### src/rtl/uart_tx_arbiter.sv
// rtl/uart_tx_arbiter.sv - round-robin arbiter sharing one uart_tx between byte producers
//
// Ports:
//   clk          : system clock
//   resetn       : asynchronous active-low reset
//   req_valid    : per-requester byte available
//   req_data     : requester i byte at [i*PAYLOAD_BITS +: PAYLOAD_BITS]
//   req_last     : byte closes its message (releases the message lock)
//   req_ready    : combinational accept strobe, at most one bit, IDLE only
//   grant        : registered one-hot owner of the current/last accepted byte
//   uart_tx_en   : registered one-cycle start pulse to uart_tx
//   uart_tx_data : registered byte to uart_tx, held until the next accept
//   uart_tx_busy : busy flag from uart_tx
//
// Optional feature: define UART_TX_ARB_LOCK_EN to keep a multi-byte message
// from one requester contiguous on the line.

module uart_tx_arbiter #(
  parameter int NUM_REQ      = 2,
  parameter int PAYLOAD_BITS = 8,
  parameter int BUSY_TIMEOUT = 15
) (
  input  logic                            clk,
  input  logic                            resetn,
  input  logic [NUM_REQ-1:0]              req_valid,
  input  logic [NUM_REQ*PAYLOAD_BITS-1:0] req_data,
  input  logic [NUM_REQ-1:0]              req_last,
  output logic [NUM_REQ-1:0]              req_ready,
  output logic [NUM_REQ-1:0]              grant,
  output logic                            uart_tx_en,
  output logic [PAYLOAD_BITS-1:0]         uart_tx_data,
  input  logic                            uart_tx_busy
);

  localparam int PTR_W = (NUM_REQ > 2) ? 2 : 1;
  localparam logic [3:0] TO_LAST = 4'(BUSY_TIMEOUT - 1);
  localparam logic [PTR_W:0] NUM_REQ_W = (PTR_W+1)'(NUM_REQ);

  typedef enum logic [1:0] {
    IDLE      = 2'd0,
    SEND      = 2'd1,
    WAIT_BUSY = 2'd2,
    WAIT_DONE = 2'd3
  } state_t;

  state_t                    state;
  state_t                    state_next;
  logic [PTR_W-1:0]          rr_ptr;
  logic [3:0]                to_cnt;
  logic [NUM_REQ-1:0]        eligible;
  logic [NUM_REQ-1:0]        rot;
  logic                      found;
  logic [PTR_W:0]            sum;
  logic [PTR_W:0]            sum_inc;
  logic [PTR_W-1:0]          winner;
  logic [PTR_W-1:0]          winner_inc;
  logic [PAYLOAD_BITS-1:0]   win_data;
  logic                      accept;
  logic                      advance;

`ifdef UART_TX_ARB_LOCK_EN
  logic                      lock_active;
  logic [PTR_W-1:0]          lock_owner;
  logic                      win_last;

  // While a message is open only its owner may be picked.
  always_comb begin
    eligible = req_valid;
    if (lock_active) begin
      eligible = req_valid & (NUM_REQ'(1) << lock_owner);
    end
  end

  always_comb begin
    win_last = 1'b0;
    for (int k = 0; k < NUM_REQ; k++) begin
      if (PTR_W'(k) == winner) begin
        win_last = req_last[k];
      end
    end
  end

  // The pointer only moves once a message is complete, so a locked owner
  // does not lose its turn position mid-message.
  assign advance = win_last;

  always_ff @(posedge clk or negedge resetn) begin
    if (!resetn) begin
      lock_active <= 1'b0;
      lock_owner  <= '0;
    end else if (accept) begin
      lock_active <= !win_last;
      lock_owner  <= winner;
    end
  end
`else
  logic unused_req_last;
  assign unused_req_last = ^req_last;
  assign eligible        = req_valid;
  assign advance         = 1'b1;
`endif

  // Rotate eligible right by rr_ptr so bit k stands for requester
  // (rr_ptr + k) mod NUM_REQ; the lowest set bit is the winner.
  always_comb begin
    rot   = NUM_REQ'({eligible, eligible} >> rr_ptr);
    found = 1'b0;
    sum   = '0;
    for (int k = NUM_REQ - 1; k >= 0; k--) begin
      if (rot[k]) begin
        found = 1'b1;
        sum   = {1'b0, rr_ptr} + (PTR_W+1)'(k);
      end
    end
    if (sum >= NUM_REQ_W) begin
      sum = sum - NUM_REQ_W;
    end
    winner = sum[PTR_W-1:0];
  end

  always_comb begin
    sum_inc = {1'b0, winner} + (PTR_W+1)'(1);
    if (sum_inc >= NUM_REQ_W) begin
      sum_inc = sum_inc - NUM_REQ_W;
    end
    winner_inc = sum_inc[PTR_W-1:0];
  end

  always_comb begin
    win_data = '0;
    for (int k = 0; k < NUM_REQ; k++) begin
      if (PTR_W'(k) == winner) begin
        win_data = req_data[k*PAYLOAD_BITS +: PAYLOAD_BITS];
      end
    end
  end

  // A busy line seen in IDLE belongs to someone else; hold off.
  assign accept    = (state == IDLE) && found && !uart_tx_busy;
  assign req_ready = accept ? (NUM_REQ'(1) << winner) : '0;

  always_comb begin
    state_next = state;
    case (state)
      IDLE: begin
        if (accept) state_next = SEND;
      end
      SEND: begin
        state_next = WAIT_BUSY;
      end
      WAIT_BUSY: begin
        // If busy never rises the byte is considered sent, so a missing
        // uart_tx response cannot wedge every producer.
        if (uart_tx_busy) state_next = WAIT_DONE;
        else if (to_cnt == TO_LAST) state_next = IDLE;
      end
      WAIT_DONE: begin
        if (!uart_tx_busy) state_next = IDLE;
      end
      default: state_next = IDLE;
    endcase
  end

  always_ff @(posedge clk or negedge resetn) begin
    if (!resetn) begin
      state        <= IDLE;
      rr_ptr       <= '0;
      to_cnt       <= '0;
      grant        <= '0;
      uart_tx_en   <= 1'b0;
      uart_tx_data <= '0;
    end else begin
      state      <= state_next;
      uart_tx_en <= accept;
      if (accept) begin
        uart_tx_data <= win_data;
        grant        <= NUM_REQ'(1) << winner;
        if (advance) rr_ptr <= winner_inc;
      end
      if (state == SEND) begin
        to_cnt <= '0;
      end else if (state == WAIT_BUSY) begin
        to_cnt <= to_cnt + 4'd1;
      end
    end
  end

endmodule

### config.mk
export PLATFORM = sky130hd
export DESIGN_NAME = uart_tx_arbiter
export DESIGN_NICKNAME = d
export VERILOG_FILES = /design/src/rtl/uart_tx_arbiter.sv
export SDC_FILE = /design/constraint.sdc
export NUM_CORES = 1
export LEC_CHECK = 0
export ABC_CLOCK_PERIOD_IN_PS = 3200
export CORE_MARGIN = 2
export CORE_UTILIZATION = 45
export DETAILED_ROUTE_END_ITERATION = 7
export GPL_TIMING_DRIVEN = 0
export PLACE_DENSITY = 0.84
export SYNTH_ARGS = -nofsm -noshare
export SYNTH_HDL_FRONTEND = slang
export SYNTH_SLANG_ARGS = --single-unit
### constraint.sdc
create_clock -name clk -period 3.2 [get_ports clk]
set_clock_uncertainty 0.15 [all_clocks]
set_input_delay 0.64 -clock clk [delete_from_list [all_inputs] [get_ports clk]]
set_output_delay 0.64 -clock clk [all_outputs]
set_load 0.01 [all_outputs]
==> run summary <==
impl run done, here's what came out: status=complete, no violations, most numerous logic cell after layout=clkdlybuf4s50_1, std cell rows=16, metal3 WL=180 um, CTS clk-pin slew, worst paths=0.10 ns, highest routed metal layer=met4, worst min-delay path class=reg2reg, total number of warnings across the stage logs=33, kind of cell with the highest combined delay on the critical path=buffers and inverters, global-route layer with the greatest usage=met2, most common logic cells in the final layout=clkdlybuf4s50_1 (33), dfrtp_1 (17), and2_0 (8), a221o_1 (8), ha_1 (7), hold violation total from the final report=0, Slew Limit Fails=0, Overall Global Routing Usage=0.1646, post-route worst setup slack=0.1387 ns, wire length of the first global-routing pass=2946 um, number of instances in the synthesized netlist=82, grt met3 use=0.06790, largest net degree at the start of global routing=18, via density per instance=5.007, # resized after CTS=0, highest cell delay on the worst timing path=0.60 ns, CTS sink cnt=17, worst skew pair latency=between 0.2 and 0.3 ns, Slew HR=0.4993, Routed met1 length=between 700 and 800 um, iteration-0 DRC count of the detailed router=7, WL met2=890 um, Detail Placement HPWL=1452 um, I/O pin total=36, remaining antenna violation count=0
final cells by class:
type | instances | area share
Buffer | 3 | 0.02041
Sequential cell | 17 | 0.3304
Clock buffer | 4 | 0.02041
Inverter | 6 | 0.01749
Tap cell | 27 | 0.02624
Timing Repair Buffer | 33 | 0.2566
Multi-Input combinational cell | 56 | 0.3285
path summary, 6_finish.rpt:
check	slack, ns	end	from	cells past startpoint
hold reg to reg	0.34	grant[1]	grant[1]	1
hold / removal	0.34	grant[1]	grant[1]	1
min in group asynchronous	0.64	state[1]	resetn	1
setup / recovery	0.14	req_ready[0]	uart_tx_busy	5
max in group asynchronous	1.79	to_cnt[0]	resetn	1
setup reg to reg	1.28	uart_tx_data[0]	state[1]	6
synthesized netlist by cell type:
master and instances:
o21a_1 1, mux2_2 1, inv_1 6, a221o_1 8, mux2i_1 1, dfrtp_1 17, a21oi_2 1, and3_1 2
a21o_2 1, nor2_1 3, nor2b_2 1, and2_0 8, a22oi_1 1, o22ai_1 3, nand2_1 5, buf_6 1
nand3_1 3, ha_1 7, buf_4 2, a21oi_1 2, nand2b_1 1, a21o_1 1, o21ai_0 4, nor3b_1 1
and2b_1 1
cells by family after synthesis:
logic type	count (synthesis)	synth area share
compound gates	22	0.1899
flops	17	0.4782
mux	2	0.02391
buf+inv	9	0.05484
fa+ha+maj	7	0.09845
simple gates	25	0.1547
power by group:
part           switching (mW)  internal (mW)  total, mW  leakage [nW]
clock                  0.0643         0.0484      0.113        0.0150
combinational           0.235          0.313      0.548         0.353
sequential             0.0755          0.317      0.392         0.211
total                   0.374          0.679       1.05         0.579
registers in the layout (all words and copies together) (netlist names):
| register | flops |
|---|---|
| grant | 2 |
| state | 2 |
| to_cnt | 4 |
| uart_tx_data | 8 |
| uart_tx_en | 1 |
**Power grid**

Pins as bars on the die edge. Tap cells in grey.
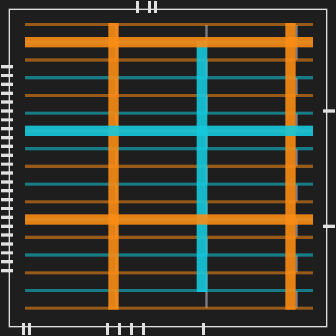
| colour | net |
|---|---|
| orange | VSS |
| cyan | VDD |
signal pins: 36
met5 straps: 3
rows: 16
Worst IR Drop VDD: 0.0004855 V
height of the die: 48.46 um
width of the die: 48.46 um
core area: 1922 sq um

**Placed cells, one colour a class**

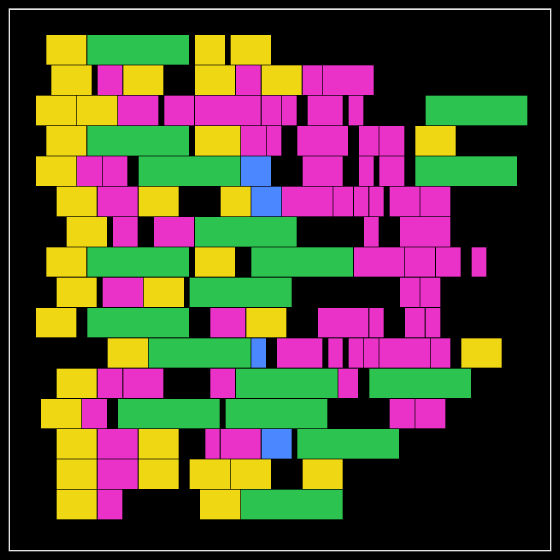
| colour | class | cells |
|---|---|---|
| yellow | other buffers and delay cells | 36 |
| blue | clock drivers and dummy loads | 4 |
| green | flip-flops | 17 |
| magenta | all other logic | 62 |
Final Instance Area: 1287 sq um
register fraction of the total cell area: 0.3304

Power and IR drop assume default switching activity.
